[config.mk]
export PLATFORM = sky130hd
export DESIGN_NAME = programmable_pulse_generator
export DESIGN_NICKNAME = d
export VERILOG_FILES = /design/src/rtl/pulse_gen_pkg.sv /design/src/rtl/pulse_gen_channel.sv /design/src/rtl/programmable_pulse_generator.sv
export SDC_FILE = /design/constraint.sdc
export NUM_CORES = 2
export LEC_CHECK = 0
export CAP_MARGIN = 40
export CORE_MARGIN = 3
export CORE_UTILIZATION = 50
export CTS_BUF_LIST = sky130_fd_sc_hd__clkbuf_16
export CTS_CLUSTER_DIAMETER = 60
export DETAILED_ROUTE_END_ITERATION = 7
export PLACE_DENSITY = 0.66
export SLEW_MARGIN = 20
export SYNTH_ARGS = -nofsm -noshare
export SYNTH_HDL_FRONTEND = slang
export SYNTH_SLANG_ARGS = --single-unit
[constraint.sdc]
create_clock -name clk -period 7.05 [get_ports clk]
set_clock_uncertainty 0.1 [all_clocks]
set_input_delay 1.41 -clock clk [delete_from_list [all_inputs] [get_ports clk]]
set_output_delay 1.41 -clock clk [all_outputs]
set_load 0.1 [all_outputs]
[src/rtl/pulse_gen_pkg.sv]
// Shared types for the programmable pulse generator: operating modes,
// per-channel FSM states and the default counter width.
package pulse_gen_pkg;

    localparam int DEFAULT_CNT_W = 16;

    typedef enum logic [1:0] {
        MODE_ONESHOT = 2'b00,
        MODE_BURST   = 2'b01,
        MODE_CONT    = 2'b10,
        MODE_GATED   = 2'b11
    } mode_e;

    typedef enum logic [1:0] {
        ST_IDLE  = 2'b00,
        ST_DELAY = 2'b01,
        ST_HIGH  = 2'b10,
        ST_LOW   = 2'b11
    } state_e;

endpackage

[src/rtl/pulse_gen_channel.sv]
// One pulse channel: start edge detect, config capture, DELAY/HIGH/LOW
// down-counters and the GATED-mode consecutive-high counter.
module pulse_gen_channel
    import pulse_gen_pkg::*;
#(
    parameter int CNT_W = DEFAULT_CNT_W
) (
    input  logic             clk,
    input  logic             rst,
    input  logic             start,
    input  logic             stop,
    input  logic [1:0]       mode,
    input  logic [CNT_W-1:0] delay_cfg,
    input  logic [CNT_W-1:0] width_cfg,
    input  logic [CNT_W-1:0] period_cfg,
    input  logic [CNT_W-1:0] count_cfg,
    output logic             pulse,
    output logic             busy,
    output logic             done
);

    localparam logic [CNT_W-1:0] ONE = CNT_W'(1);

    function automatic logic [CNT_W-1:0] at_least_one(input logic [CNT_W-1:0] v);
        return (v == '0) ? ONE : v;
    endfunction

    state_e           state, state_n;
    mode_e            mode_q, mode_n, mode_in;
    logic [CNT_W-1:0] delay_q, delay_n, high_q, high_n, low_q, low_n;
    logic [CNT_W-1:0] cnt, cnt_n, pulses_left, pulses_left_n, gate_cnt, gate_cnt_n;
    logic [CNT_W-1:0] width_clamped, low_len, gate_left;
    logic             launch_q, launch_n, start_low_q, capture, done_n, rise;

    assign mode_in       = mode_e'(mode);
    assign width_clamped = at_least_one(width_cfg);
    // Compare before subtracting so a short period never underflows.
    assign low_len       = (period_cfg > width_clamped) ? (period_cfg - width_clamped) : ONE;
    assign gate_left     = (gate_cnt == '0) ? at_least_one(period_cfg) : gate_cnt;
    // start_low_q resets to 0, so a start held through reset must drop first.
    assign rise          = start & start_low_q;

    always_comb begin
        // NOTE: every output of this block gets a default first so no path leaves a latch.
        state_n       = state;
        cnt_n         = cnt;
        pulses_left_n = pulses_left;
        gate_cnt_n    = gate_cnt;
        launch_n      = 1'b0;
        capture       = 1'b0;
        done_n        = 1'b0;

        if (stop) begin
            state_n       = ST_IDLE;
            cnt_n         = '0;
            pulses_left_n = '0;
            gate_cnt_n    = '0;
        end else begin
            unique case (state)
                ST_IDLE: begin
                    if (launch_q) begin
                        gate_cnt_n = '0;
                        if (delay_q == '0) begin
                            state_n = ST_HIGH;
                            cnt_n   = high_q - ONE;
                        end else begin
                            state_n = ST_DELAY;
                            cnt_n   = delay_q - ONE;
                        end
                    end else if (mode_in == MODE_GATED) begin
                        if (!start) begin
                            gate_cnt_n = '0;
                        end else if (gate_left == ONE) begin
                            capture       = 1'b1;
                            state_n       = ST_HIGH;
                            cnt_n         = width_clamped - ONE;
                            pulses_left_n = '0;
                            gate_cnt_n    = '0;
                        end else begin
                            gate_cnt_n = gate_left - ONE;
                        end
                    end else begin
                        gate_cnt_n = '0;
                        if (rise) begin
                            capture       = 1'b1;
                            launch_n      = 1'b1;
                            pulses_left_n = (mode_in == MODE_BURST) ? at_least_one(count_cfg) - ONE : '0;
                        end
                    end
                end
                ST_DELAY, ST_LOW: begin
                    if (cnt != '0) begin
                        cnt_n = cnt - ONE;
                    end else begin
                        state_n = ST_HIGH;
                        cnt_n   = high_q - ONE;
                    end
                end
                ST_HIGH: begin
                    if (cnt != '0) begin
                        cnt_n = cnt - ONE;
                    end else if (mode_q != MODE_CONT && pulses_left == '0) begin
                        state_n = ST_IDLE;
                        done_n  = 1'b1;
                    end else begin
                        state_n = ST_LOW;
                        cnt_n   = low_q - ONE;
                        if (mode_q != MODE_CONT) pulses_left_n = pulses_left - ONE;
                    end
                end
                default: state_n = ST_IDLE;
            endcase
        end

        mode_n  = capture ? mode_in       : mode_q;
        delay_n = capture ? delay_cfg     : delay_q;
        high_n  = capture ? width_clamped : high_q;
        low_n   = capture ? low_len       : low_q;
    end

    // NOTE: state registers use non-blocking assignments so every flop samples pre-edge values.
    always_ff @(posedge clk) begin
        if (rst) begin
            state       <= ST_IDLE;
            mode_q      <= MODE_ONESHOT;
            delay_q     <= '0;
            high_q      <= '0;
            low_q       <= '0;
            cnt         <= '0;
            pulses_left <= '0;
            gate_cnt    <= '0;
            launch_q    <= 1'b0;
            start_low_q <= 1'b0;
            pulse       <= 1'b0;
            busy        <= 1'b0;
            done        <= 1'b0;
        end else begin
            state       <= state_n;
            mode_q      <= mode_n;
            delay_q     <= delay_n;
            high_q      <= high_n;
            low_q       <= low_n;
            cnt         <= cnt_n;
            pulses_left <= pulses_left_n;
            gate_cnt    <= gate_cnt_n;
            launch_q    <= launch_n;
            start_low_q <= ~start;
            pulse       <= (state_n == ST_HIGH);
            busy        <= (state_n != ST_IDLE);
            done        <= done_n;
        end
    end

endmodule

[src/rtl/programmable_pulse_generator.sv]
// Multi-channel programmable pulse generator: NUM_CH independent channels
// sharing one set of mode/timing configuration inputs.
module programmable_pulse_generator
    import pulse_gen_pkg::*;
#(
    parameter int NUM_CH = 4,
    parameter int CNT_W  = DEFAULT_CNT_W
) (
    input  logic              clk,
    input  logic              rst,
    input  logic [NUM_CH-1:0] start,
    input  logic [NUM_CH-1:0] stop,
    input  logic [1:0]        mode,
    input  logic [CNT_W-1:0]  delay_cfg,
    input  logic [CNT_W-1:0]  width_cfg,
    input  logic [CNT_W-1:0]  period_cfg,
    input  logic [CNT_W-1:0]  count_cfg,
    output logic [NUM_CH-1:0] pulse,
    output logic [NUM_CH-1:0] busy,
    output logic [NUM_CH-1:0] done
);

    for (genvar i = 0; i < NUM_CH; i++) begin : g_ch
        pulse_gen_channel #(
            .CNT_W(CNT_W)
        ) u_ch (
            .clk        (clk),
            .rst        (rst),
            .start      (start[i]),
            .stop       (stop[i]),
            .mode       (mode),
            .delay_cfg  (delay_cfg),
            .width_cfg  (width_cfg),
            .period_cfg (period_cfg),
            .count_cfg  (count_cfg),
            .pulse      (pulse[i]),
            .busy       (busy[i]),
            .done       (done[i])
        );
    end

endmodule

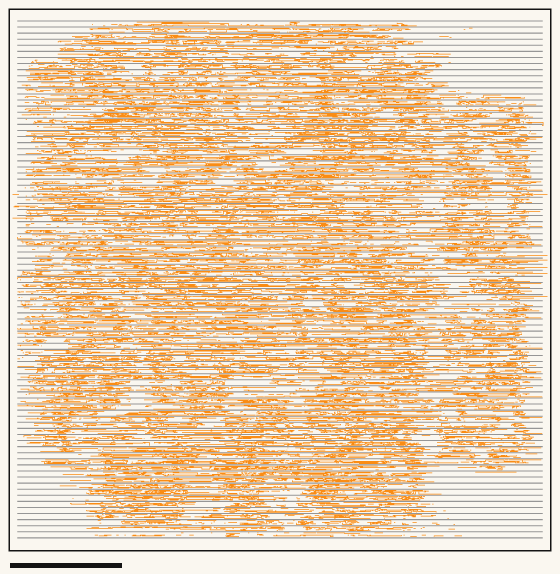
(images/met1.png)
Bar = 50 um. Supply wires on this layer in grey.
longest straight run: 93.8 um
nets with wire on the layer: 3800
wirelength, routed: 104000 um
Global Route met1 Usage: 46.1%
DR vias: 29.5k

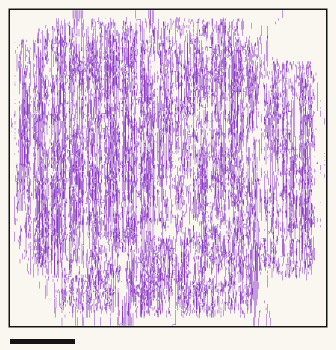
(images/met2.png)
Bar = 50 um.
main direction: vertical
wire length on this layer: 44.5 mm
longest straight run: 104 um
nets with wire on the layer: 3150
share of all routed wire: 43%

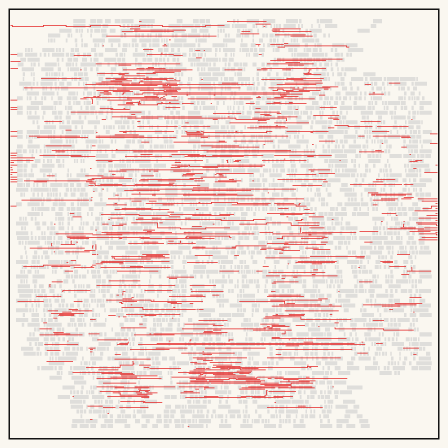
(images/met3.png)
main direction: horizontal
nets with wire on the layer: 476
share of all routed wire: 9.8%
longest straight run: 135 um

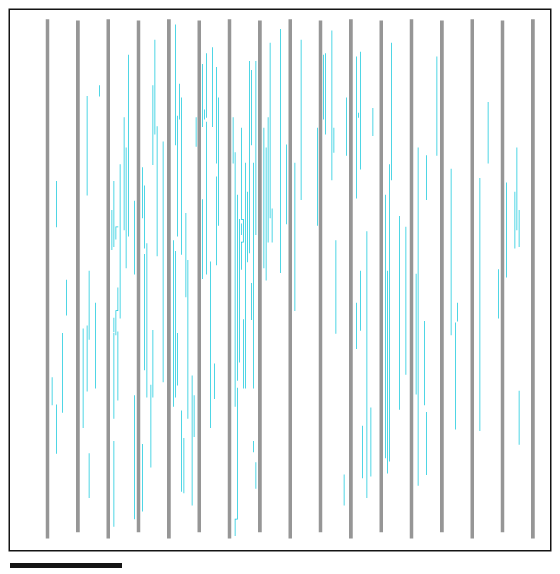
(images/met4.png)
Bar = 50 um. Supply wires on this layer in grey.
main direction: vertical
share of all routed wire: 5.6%

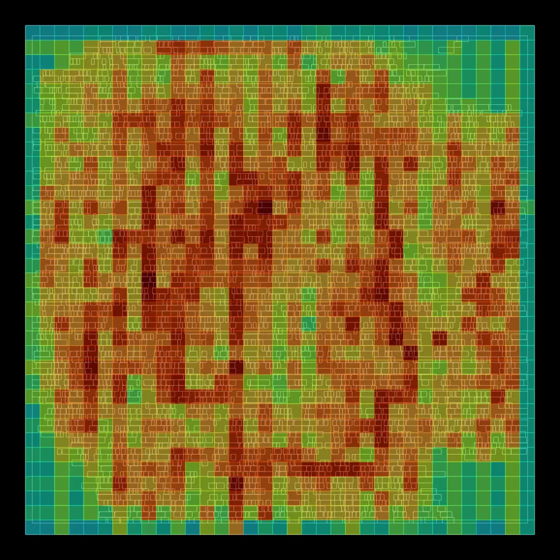
(images/final_congestion.png)
met3 Track Usage GR: 6.51%
met2 Track Usage GR: 51.0%

==> flow_summary_export.csv <==
group,metric,value,unit
power,internal_power,4440,uW
sta,fin_crit,5780,ps
logic_synthesis,synth-seq-cells,420,
sta,setup_tns,0,ps
logic_synthesis,synth_top_cell_by_area,"dfxtp_1",
sta,rsz0062_at_grt,"false",
clock_network,cts_hold_buf,0,
logic_synthesis,syn-num-nets,4015,
power,p_clk_share,40.7,%
sta,maxSlewHeadroom,39.1,%
logic_synthesis,synth-xor-area-share,7.45,%
min_path,min_path_type,"reg -> reg",
logic_synthesis,yosysWarnings,0,
clock_network,clkSinkCount,420,
job,maxCapViolCount,0,
min_path,min_path_cells,2,
final_layout,fin_area,31200,um2
logic_synthesis,simple_gate_area_share,27.7,%
logic_synthesis,async_reset_ff_share,0,%
clock_network,cts_max_path_buffers,3,
final_layout,drive_gt1_share,6.78,%
clock_network,cts_buffers,51,
power,p_leak,0.0117,uW
place,port_buffers,87,
die,row_count,85,
logic_synthesis,yosys.area.top_type_share,30.3,%
die,core,54300,um2
logic_synthesis,ys_sh_mux,1.44,%
detailed_routing,route.met3.wl,10100,um
setup_path,r2r_slack,3110,ps
logic_synthesis,ys_sh_aoi,25.8,%
setup_path,cp-endpoint,"g_ch[0].u_ch.low_q[1]",
setup_path,crit_type,"in -> reg",
grt,grt_pass1_wl,157000,um
job,warnings,34,
logic_synthesis,synth_area_per_cell,7.13,um2
final_layout,areaGrowthSynthToFinish,12.4,%
place,place_area,29500,um2
clock_network,cts_setup_buffers,0,
logic_synthesis,ys_seq_share,30.3,%
setup_path,cp-end-kind,"flip-flop",
power,share_seq_of_total_power,37.7,%
place,post-place-ws,737,ps
place,gp_congestion,1.02,
setup_path,cp.required,7410,ps
sta,fmax,173,MHz
power,p_seq,2460,uW
grt,grt_start_max_net_pins,70,
run_status,run_status,"complete, no violations",
sta,drv_slew,0,
sta,setup_viol,0,
logic_synthesis,ys_types,94,
setup_path,reg2reg_to,"g_ch[0].u_ch.cnt[10]",
sta,period_used_share,82.0,%
min_path,holdPathEnd,"g_ch[3].u_ch.mode_q[0]",
die,die_h,242,um
grt,grt.total_usage,33.8,%
clock_network,clkTransAtPathRegs,50,ps
logic_synthesis,adder_share,2.15,%
logic_synthesis,common_cells,"637 x nand2_1, 431 x a21oi_1, 420 x dfxtp_1",
setup_path,cp_max_fo,21,
[cell usage in the layout (no fill, tap or decap), types with 86 or more instances in the layout]
cell type / netlist / layout
xnor2_1: 123 / 123
nand3_1: 96 / 96
clkdlybuf4s50_1: 0 / 86
nor3_1: 138 / 135
o21ai_0: 247 / 245
dfxtp_1: 420 / 420
xor2_1: 113 / 113
nor2_1: 362 / 359
a21oi_1: 431 / 430
nand2_1: 637 / 637
inv_1: 99 / 111
[critical path, cell delays in order]
cell and delay [ps]:
clkdlybuf4s50_1 420, nor4_1 720, nand2_1 290, nor4_1 300, buf_4 180, a41oi_1 140, inv_1 290, ha_1 230
inv_1 60, fa_1 430, a21oi_1 280, o21a_1 190, o221ai_1 150, a311o_1 330, and2_1 430, nand3_1 200
a21oi_1 80
[registers in the layout (all words and copies together), names as in the netlist, 8 cells and up]
name / flops
g_ch.u_ch.state: 8
g_ch.u_ch.mode_q: 8
g_ch.u_ch.pulses_left: 64
g_ch.u_ch.high_q: 64
g_ch.u_ch.gate_cnt: 64
g_ch.u_ch.delay_q: 64
g_ch.u_ch.cnt: 64
g_ch.u_ch.low_q: 64
[final cells by class]
type | count | area, um2 | area share [%]
Timing Repair Buffer | 198 | 1810 | 5.82
Clock buffer | 51 | 1280 | 4.09
Sequential cell | 420 | 8410 | 27.0
Inverter | 101 | 379 | 1.22
Tap cell | 739 | 925 | 2.96
Multi-Input combinational cell | 3111 | 18000 | 57.7
Clock inverter | 41 | 394 | 1.26
[stage by stage]
stage               utilization, %  std cells
detailed placement            54.2       4562
global route                  57.4       4661
global placement              53.6       4535
finish                        57.4       4661
floorplan                        -       3892
CTS                           57.3       4654
[per-layer routing]
metal / vias up / global-route usage, %
met5: - / 0
li1: 14000 / -
met1: 13800 / 46.1
met4: 0 / 16.9
met2: 1400 / 51.0
met3: 281 / 6.51
Power is estimated from default activity; no workload was simulated.
